$ cat config.mk
export PLATFORM = sky130hd
export DESIGN_NAME = avalon_mem_if_arbiter2
export DESIGN_NICKNAME = d
export VERILOG_FILES = /design/src/rtl/avmm_arb_pkg.sv /design/src/rtl/local_mem_cfg_pkg.sv /design/src/rtl/avmm_arb_tag_fifo.sv /design/src/rtl/avalon_mem_if_arbiter2.sv
export SDC_FILE = /design/constraint.sdc
export NUM_CORES = 1
export LEC_CHECK = 0
export CORE_MARGIN = 2
export CORE_UTILIZATION = 45
export CTS_CLUSTER_SIZE = 8
export DETAILED_ROUTE_END_ITERATION = 10
export GPL_ROUTABILITY_DRIVEN = 0
export PLACE_DENSITY = 0.82
export SLEW_MARGIN = 10
export SYNTH_ARGS = -nofsm -noshare
export SYNTH_HDL_FRONTEND = slang
export SYNTH_SLANG_ARGS = --single-unit
$ cat constraint.sdc
create_clock -name clk -period 5.5 [get_ports clk]
set_clock_uncertainty 0.05 [all_clocks]
set_input_delay 0.55 -clock clk [delete_from_list [all_inputs] [get_ports clk]]
set_output_delay 0.55 -clock clk [all_outputs]
set_load 0.01 [all_outputs]
$ cat src/rtl/avmm_arb_pkg.sv
// rtl/avmm_arb_pkg.sv - shared types for the two-requester Avalon-MM arbiter
package avmm_arb_pkg;

  typedef enum logic {
    REQ_S0 = 1'b0,
    REQ_S1 = 1'b1
  } req_id_t;

  typedef enum logic {
    ST_IDLE   = 1'b0,
    ST_WBURST = 1'b1
  } arb_state_t;

  // Tag burst field is wide enough for any practical burstcount width.
  localparam int TAG_BC_WIDTH = 16;
  typedef logic [TAG_BC_WIDTH-1:0] tag_bc_t;

  typedef struct packed {
    req_id_t id;
    tag_bc_t bcnt;
  } tag_entry_t;

  localparam int TAG_ENTRY_WIDTH = $bits(tag_entry_t);

  function automatic req_id_t other_req(input req_id_t r);
    return (r == REQ_S0) ? REQ_S1 : REQ_S0;
  endfunction

endpackage

$ cat src/rtl/local_mem_cfg_pkg.sv
// rtl/local_mem_cfg_pkg.sv - default geometry of the local memory port
package local_mem_cfg_pkg;

  localparam int LMEM_DATA_WIDTH      = 32;
  localparam int LMEM_ADDR_WIDTH      = 10;
  localparam int LMEM_BURST_CNT_WIDTH = 4;
  localparam int LMEM_TAG_FIFO_DEPTH  = 16;

endpackage

$ cat src/rtl/avmm_arb_tag_fifo.sv
// rtl/avmm_arb_tag_fifo.sv - show-ahead FIFO of outstanding read-burst tags
module avmm_arb_tag_fifo
  import avmm_arb_pkg::*;
#(
  parameter int DEPTH = 16
) (
  input  logic                       clk,
  input  logic                       reset,
  input  logic                       push,
  input  logic [TAG_ENTRY_WIDTH-1:0] push_data,
  input  logic                       pop,
  output logic [TAG_ENTRY_WIDTH-1:0] head,
  output logic                       full,
  output logic                       empty
);

  localparam int AW = $clog2(DEPTH);

  logic [TAG_ENTRY_WIDTH-1:0] mem [DEPTH];
  logic [AW-1:0]              wr_ptr;
  logic [AW-1:0]              rd_ptr;
  logic [AW:0]                count;
  logic                       do_push;
  logic                       do_pop;

  assign do_push = push && !full;
  assign do_pop  = pop && !empty;
  assign full    = (count == (AW+1)'(DEPTH));
  assign empty   = (count == '0);
  assign head    = mem[rd_ptr];

  // Storage array: written on push, never reset (validity is tracked by count).
  always_ff @(posedge clk) begin
    if (do_push) begin
      mem[wr_ptr] <= push_data;
    end
  end

  // Pointers and occupancy; simultaneous push and pop leave count unchanged.
  always_ff @(posedge clk) begin
    if (reset) begin
      wr_ptr <= '0;
      rd_ptr <= '0;
      count  <= '0;
    end else begin
      if (do_push) wr_ptr <= wr_ptr + 1'b1;
      if (do_pop)  rd_ptr <= rd_ptr + 1'b1;
      case ({do_push, do_pop})
        2'b10:   count <= count + 1'b1;
        2'b01:   count <= count - 1'b1;
        default: count <= count;
      endcase
    end
  end

endmodule

$ cat src/rtl/avalon_mem_if_arbiter2.sv
// rtl/avalon_mem_if_arbiter2.sv - round-robin share of one Avalon-MM port between s0 and s1
module avalon_mem_if_arbiter2
  import avmm_arb_pkg::*;
#(
  parameter int DATA_WIDTH      = local_mem_cfg_pkg::LMEM_DATA_WIDTH,
  parameter int ADDR_WIDTH      = local_mem_cfg_pkg::LMEM_ADDR_WIDTH,
  parameter int BURST_CNT_WIDTH = local_mem_cfg_pkg::LMEM_BURST_CNT_WIDTH,
  parameter int TAG_FIFO_DEPTH  = local_mem_cfg_pkg::LMEM_TAG_FIFO_DEPTH
) (
  input  logic                       clk,
  input  logic                       reset,
  input  logic                       s0_read,
  input  logic                       s0_write,
  input  logic [ADDR_WIDTH-1:0]      s0_address,
  input  logic [BURST_CNT_WIDTH-1:0] s0_burstcount,
  input  logic [DATA_WIDTH-1:0]      s0_writedata,
  input  logic [DATA_WIDTH/8-1:0]    s0_byteenable,
  output logic                       s0_waitrequest,
  output logic [DATA_WIDTH-1:0]      s0_readdata,
  output logic                       s0_readdatavalid,
  input  logic                       s1_read,
  input  logic                       s1_write,
  input  logic [ADDR_WIDTH-1:0]      s1_address,
  input  logic [BURST_CNT_WIDTH-1:0] s1_burstcount,
  input  logic [DATA_WIDTH-1:0]      s1_writedata,
  input  logic [DATA_WIDTH/8-1:0]    s1_byteenable,
  output logic                       s1_waitrequest,
  output logic [DATA_WIDTH-1:0]      s1_readdata,
  output logic                       s1_readdatavalid,
  output logic                       m_read,
  output logic                       m_write,
  output logic [ADDR_WIDTH-1:0]      m_address,
  output logic [BURST_CNT_WIDTH-1:0] m_burstcount,
  output logic [DATA_WIDTH-1:0]      m_writedata,
  output logic [DATA_WIDTH/8-1:0]    m_byteenable,
  input  logic                       m_waitrequest,
  input  logic [DATA_WIDTH-1:0]      m_readdata,
  input  logic                       m_readdatavalid
);

  arb_state_t                 state;
  arb_state_t                 state_next;
  req_id_t                    last_grant;
  req_id_t                    grant;
  logic                       grant_valid;
  logic                       s0_elig;
  logic                       s1_elig;
  logic                       accept;
  logic                       burst_start;
  logic [BURST_CNT_WIDTH-1:0] beats_left;
  tag_bc_t                    beat_cnt;
  logic                       tag_full;
  logic                       tag_empty;
  logic                       tag_push;
  logic                       tag_pop;
  logic                       rsp_beat;
  tag_entry_t                 tag_in;
  tag_entry_t                 tag_head;
  logic [TAG_ENTRY_WIDTH-1:0] tag_head_bits;

  // A read request only competes while there is room for its tag.
  assign s0_elig = s0_write || (s0_read && !tag_full);
  assign s1_elig = s1_write || (s1_read && !tag_full);

  assign accept      = (m_read || m_write) && !m_waitrequest;
  assign burst_start = (state == ST_IDLE) && accept && m_write
                       && (m_burstcount > BURST_CNT_WIDTH'(1));

  // Grant selection: locked to the burst owner in WBURST, round-robin on ties in IDLE.
  always_comb begin
    grant       = REQ_S0;
    grant_valid = 1'b0;
    if (state == ST_WBURST) begin
      grant       = last_grant;
      grant_valid = 1'b1;
    end else if (s0_elig && s1_elig) begin
      grant       = other_req(last_grant);
      grant_valid = 1'b1;
    end else if (s0_elig) begin
      grant       = REQ_S0;
      grant_valid = 1'b1;
    end else if (s1_elig) begin
      grant       = REQ_S1;
      grant_valid = 1'b1;
    end
  end

  // State register.
  always_ff @(posedge clk) begin
    if (reset) state <= ST_IDLE;
    else       state <= state_next;
  end

  // Next-state: enter WBURST on a multi-beat first write, leave on its last beat.
  always_comb begin
    state_next = state;
    case (state)
      ST_IDLE:   if (burst_start) state_next = ST_WBURST;
      ST_WBURST: if (accept && m_write && beats_left == BURST_CNT_WIDTH'(1)) state_next = ST_IDLE;
      default:   state_next = ST_IDLE;
    endcase
  end

  // Outputs: zero-latency command mux and response routing, all quiet in reset.
  always_comb begin
    m_address        = (grant == REQ_S1) ? s1_address    : s0_address;
    m_burstcount     = (grant == REQ_S1) ? s1_burstcount : s0_burstcount;
    m_writedata      = (grant == REQ_S1) ? s1_writedata  : s0_writedata;
    m_byteenable     = (grant == REQ_S1) ? s1_byteenable : s0_byteenable;
    m_read           = 1'b0;
    m_write          = 1'b0;
    s0_waitrequest   = 1'b1;
    s1_waitrequest   = 1'b1;
    s0_readdata      = m_readdata;
    s1_readdata      = m_readdata;
    s0_readdatavalid = 1'b0;
    s1_readdatavalid = 1'b0;
    if (!reset && grant_valid) begin
      m_read  = ((grant == REQ_S1) ? s1_read : s0_read) && !tag_full && (state == ST_IDLE);
      m_write = (grant == REQ_S1) ? s1_write : s0_write;
      if (grant == REQ_S1) s1_waitrequest = m_waitrequest;
      else                 s0_waitrequest = m_waitrequest;
    end
    if (rsp_beat) begin
      s0_readdatavalid = (tag_head.id == REQ_S0);
      s1_readdatavalid = (tag_head.id == REQ_S1);
    end
  end

  // Round-robin pointer and remaining write-burst beats.
  always_ff @(posedge clk) begin
    if (reset) begin
      last_grant <= REQ_S1;
      beats_left <= '0;
    end else begin
      if (accept) last_grant <= grant;
      if (burst_start) begin
        beats_left <= m_burstcount - 1'b1;
      end else if (state == ST_WBURST && accept && m_write) begin
        beats_left <= beats_left - 1'b1;
      end
    end
  end

  assign tag_push      = accept && m_read;
  assign tag_in        = '{id: grant, bcnt: tag_bc_t'(m_burstcount)};
  assign tag_head      = tag_entry_t'(tag_head_bits);
  assign rsp_beat      = !reset && m_readdatavalid && !tag_empty;
  assign tag_pop       = rsp_beat && ((beat_cnt + tag_bc_t'(1)) == tag_head.bcnt);

  // Count beats of the head burst; the tag pops on its last beat.
  always_ff @(posedge clk) begin
    if (reset)         beat_cnt <= '0;
    else if (tag_pop)  beat_cnt <= '0;
    else if (rsp_beat) beat_cnt <= beat_cnt + tag_bc_t'(1);
  end

  avmm_arb_tag_fifo #(
    .DEPTH (TAG_FIFO_DEPTH)
  ) u_tag_fifo (
    .clk       (clk),
    .reset     (reset),
    .push      (tag_push),
    .push_data (tag_in),
    .pop       (tag_pop),
    .head      (tag_head_bits),
    .full      (tag_full),
    .empty     (tag_empty)
  );

`ifndef SYNTHESIS
  // Protocol violations that the arbiter cannot recover from.
  always_ff @(posedge clk) begin
    if (!reset) begin
      if (m_readdatavalid && tag_empty)
        $fatal(1, "avalon_mem_if_arbiter2: readdatavalid with no outstanding read");
      if ((m_read || m_write) && m_burstcount == '0)
        $fatal(1, "avalon_mem_if_arbiter2: burstcount of zero on a command");
    end
  end
`endif

endmodule

### Floorplan with the power grid

Pins as bars on the die edge. Tap cells in gray.
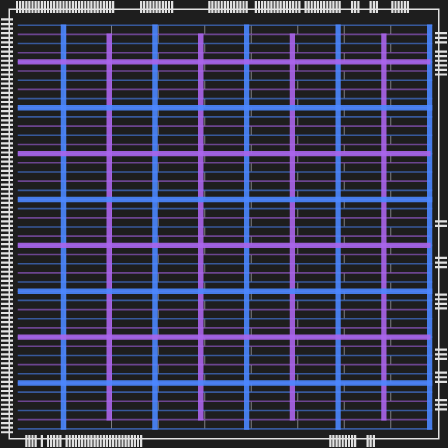
Key: blue = VSS; purple = VDD
8 straps on met5. The core has 44 rows.

### Clock nets

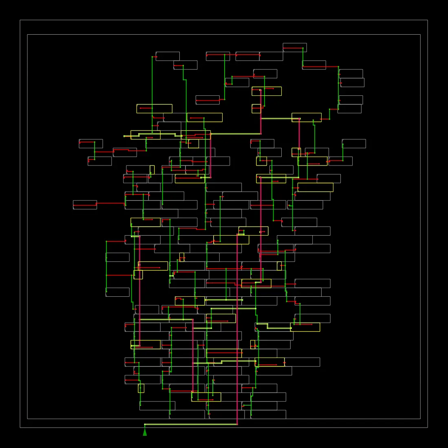
CTS sink cnt: 119
worst skew pair latency: 420 ps
total clock network power: 1.19 mW
Seq cells: 119

==> flow_results.org <==
#+TITLE: Physical design notes

** Power
- Ranked by power, first place goes to the clock network.
- Overall power consumption after layout is estimated at between 2 and 3 mW.
- Power Sequential :: 0.996 mW
- Leak Pwr :: approximately 3.3 nW
- Maximum vdd drop :: around 0.00026 V
- Net switching component of the power :: about 0.64 mW
- The internal portion of the total power is slightly above 2 mW.
- Total combinational power :: slightly below 0.5 mW
- Sequential cells account for a little under two fifths of the total power.
- Switching Fraction :: 24.1%
- Per report_power, the clock group accounts for between 40% and 50% of the total.

** Detailed routing
- Routed WL per cell :: around 18 um
- In this run the remaining antenna-violating nets after routing total 0.
- For this block, the via count after detailed routing is about 5300.
- After detailed routing, the met2 layer carries between 8000 and 9000 um of wire.
- First-pass detailed-route iteration total :: 4
- For this run, design rule violations remaining after detail routing come to 0.
- Met3 wire length :: 1330 um
- Wire length on met1 :: around 6600 um

** Final timing
- The last timing report of the flow puts the setup violation total at 0.
- Worst Hold Margin :: about 440 ps
- Slew of the pin with the lowest slew margin :: approximately 1000 ps
- Post-route minimum period :: approximately 4500 ps
- The flow reports an fmax of roughly 0.22 GHz.
- The final timing report lists a hold violation count of 0.
- Final-report max-slew violation count :: 0

** Placed design
- Timing analysis after detailed placement gives a worst setup slack of roughly 760 ps.
- According to the dpl log, the detail-placed design has an HPWL of about 12000 um.
- Dpl cell area :: slightly above 8000 um2

** Setup path
- Minimum setup slack among reg-to-reg paths :: approximately 970 ps
- Critical Path End Type :: flop
- The worst setup path is of the flop to flop kind.
- In this run the critical register-to-register path is captured at u_tag_fifo.count[4].
- The most critical setup path has its endpoint at u_tag_fifo.count[4].
- The OpenROAD report gives the critical path a data arrival time of 4830 ps.
- Along the worst path, the maximum fanout reaches 9.
- The worst register-to-register path depth is 16.
- The worst setup path is launched from a flop.
- For the worst reg-to-reg path, the startpoint reported by OpenROAD is beat_cnt[0].
- Data on the critical path is required at its endpoint by 5800 ps.

** Synth
- In the synthesized netlist, the cells that appear most often are sky130_fd_sc_hd__nand2_1, sky130_fd_sc_hd__edfxtp_1, sky130_fd_sc_hd__buf_4.
- Per the post-synthesis report, the nets total 836.
- Post-synthesis sequential element count :: ~120
- Cell count after synthesis :: just under 700
- Synthesis Warnings :: 0
- The synthesized netlist was found by Yosys to have slightly below 700 cells.
- Post-synthesis sequential area ratio :: a little under half
- Commonest flop :: sky130_fd_sc_hd__edfxtp_1
- Synthesized area :: roughly 6800 um2
- The synthesis report gives the async set-or-reset register share as 0%.
- Counting flops with a built-in enable in the synthesized netlist gives ~80.
- Synthesized area per cell :: ~10 um2

** GRT
- For this run, global-route usage on met3 was measured as approximately 5.4%.
- Routing usage on met2 :: between 30% and 40%
- Number of antenna violations at the first check in global routing :: 1
- Routing resource usage on met1 recorded by global route was about a quarter.
- The global route stage reports its total congestion overflow as 0.
- The number of global-route vias before repair was about 5300.
- Overall track demand over capacity in global routing :: a little over a fifth
- Layer with the highest usage :: met2
- The first global-routing pass estimated 26900 um of wire.

** Floorplan
- Per the OpenROAD floorplan log, the area of the core is ~15000 um2.
- Row Count :: 44
- The share of the core area taken by cells at floorplan is a little under half.
- Die Area :: around 16000 um2
- The die is 127 um wide.
- Total I/O pin count :: between 200 and 300

** Clock network
- The longest clock path from root to sink contains 2 buffers.
- Number of hold buffers added after cts :: 0
- TritonCTS created 17 clock buffers.
- Clock-pin slew on the worst setup and hold paths :: roughly 50 ps

** Finish
- Share of layout cells above drive strength 1 :: a little under 9%
- Most common cell after layout, fill and taps aside :: sky130_fd_sc_hd__nand2_1
- Counting the fill cells in the layout gives ~1200.
- Cells fill between 50% and 60% of the core in the end.
- Leaving out filler cells and counting taps, the final layout contains about 970.

** Job
- The report counts max-capacitance violations totalling 0.
- In this run the tools logged warnings totalling 32.

** Run status
- Status :: complete, no violations

** Min path
- STA lists the startpoint of the worst hold path as u_tag_fifo.rd_ptr[3].
==> final cells by class <==
cell class	count	area (um2)	area share, %
antenna	1	2.50	0.0287
clock buffer	18	429	4.92
clock inverter	14	206	2.37
inverter	21	78.8	0.903
multi-input combinational	442	2900	33.3
sequential	119	3180	36.5
tap	184	230	2.64
timing repair buffer	171	1690	19.4
==> cells by family (layout without fill, tap and decap cells) <==
logic type | count (synthesis) | in the layout | synth area share (%)
XOR/XNOR | 37 | 37 | 4.88
adder cells (fa/ha/maj) | 14 | 14 | 2.58
multiplexers | 42 | 42 | 10.1
AND/OR/NAND/NOR | 281 | 281 | 18.5
AND-OR/OR-AND | 68 | 68 | 6.68
buffers and inverters | 121 | 224 | 10.5
flip-flops | 119 | 119 | 46.8
other | 0 | 1 | 0
==> critical path, cell delays in order, from the launching register on <==
cell and delay [ps]:
sky130_fd_sc_hd__dfxtp_1 420, sky130_fd_sc_hd__ha_1 350, sky130_fd_sc_hd__nand3_1 160, sky130_fd_sc_hd__xnor2_1 190
sky130_fd_sc_hd__or4_4 540, sky130_fd_sc_hd__nor4_1 290, sky130_fd_sc_hd__nand3_1 110, sky130_fd_sc_hd__nor4b_1 470
sky130_fd_sc_hd__ha_1 480, sky130_fd_sc_hd__xor2_1 190, sky130_fd_sc_hd__ha_1 220, sky130_fd_sc_hd__o21ai_0 90
sky130_fd_sc_hd__a21oi_1 170, sky130_fd_sc_hd__a21oi_1 90, sky130_fd_sc_hd__xor2_1 150, sky130_fd_sc_hd__or3_1 320
sky130_fd_sc_hd__a21oi_1 140
==> flip-flops by register name, summed over array words and instances (netlist names), named ones only <==
signal,count
last_grant,1
u_tag_fifo.rd_ptr,4
state,1
u_tag_fifo.mem,80
u_tag_fifo.count,5
beats_left,4
beat_cnt,16
u_tag_fifo.wr_ptr,4
Power is estimated from default activity; no workload was simulated.
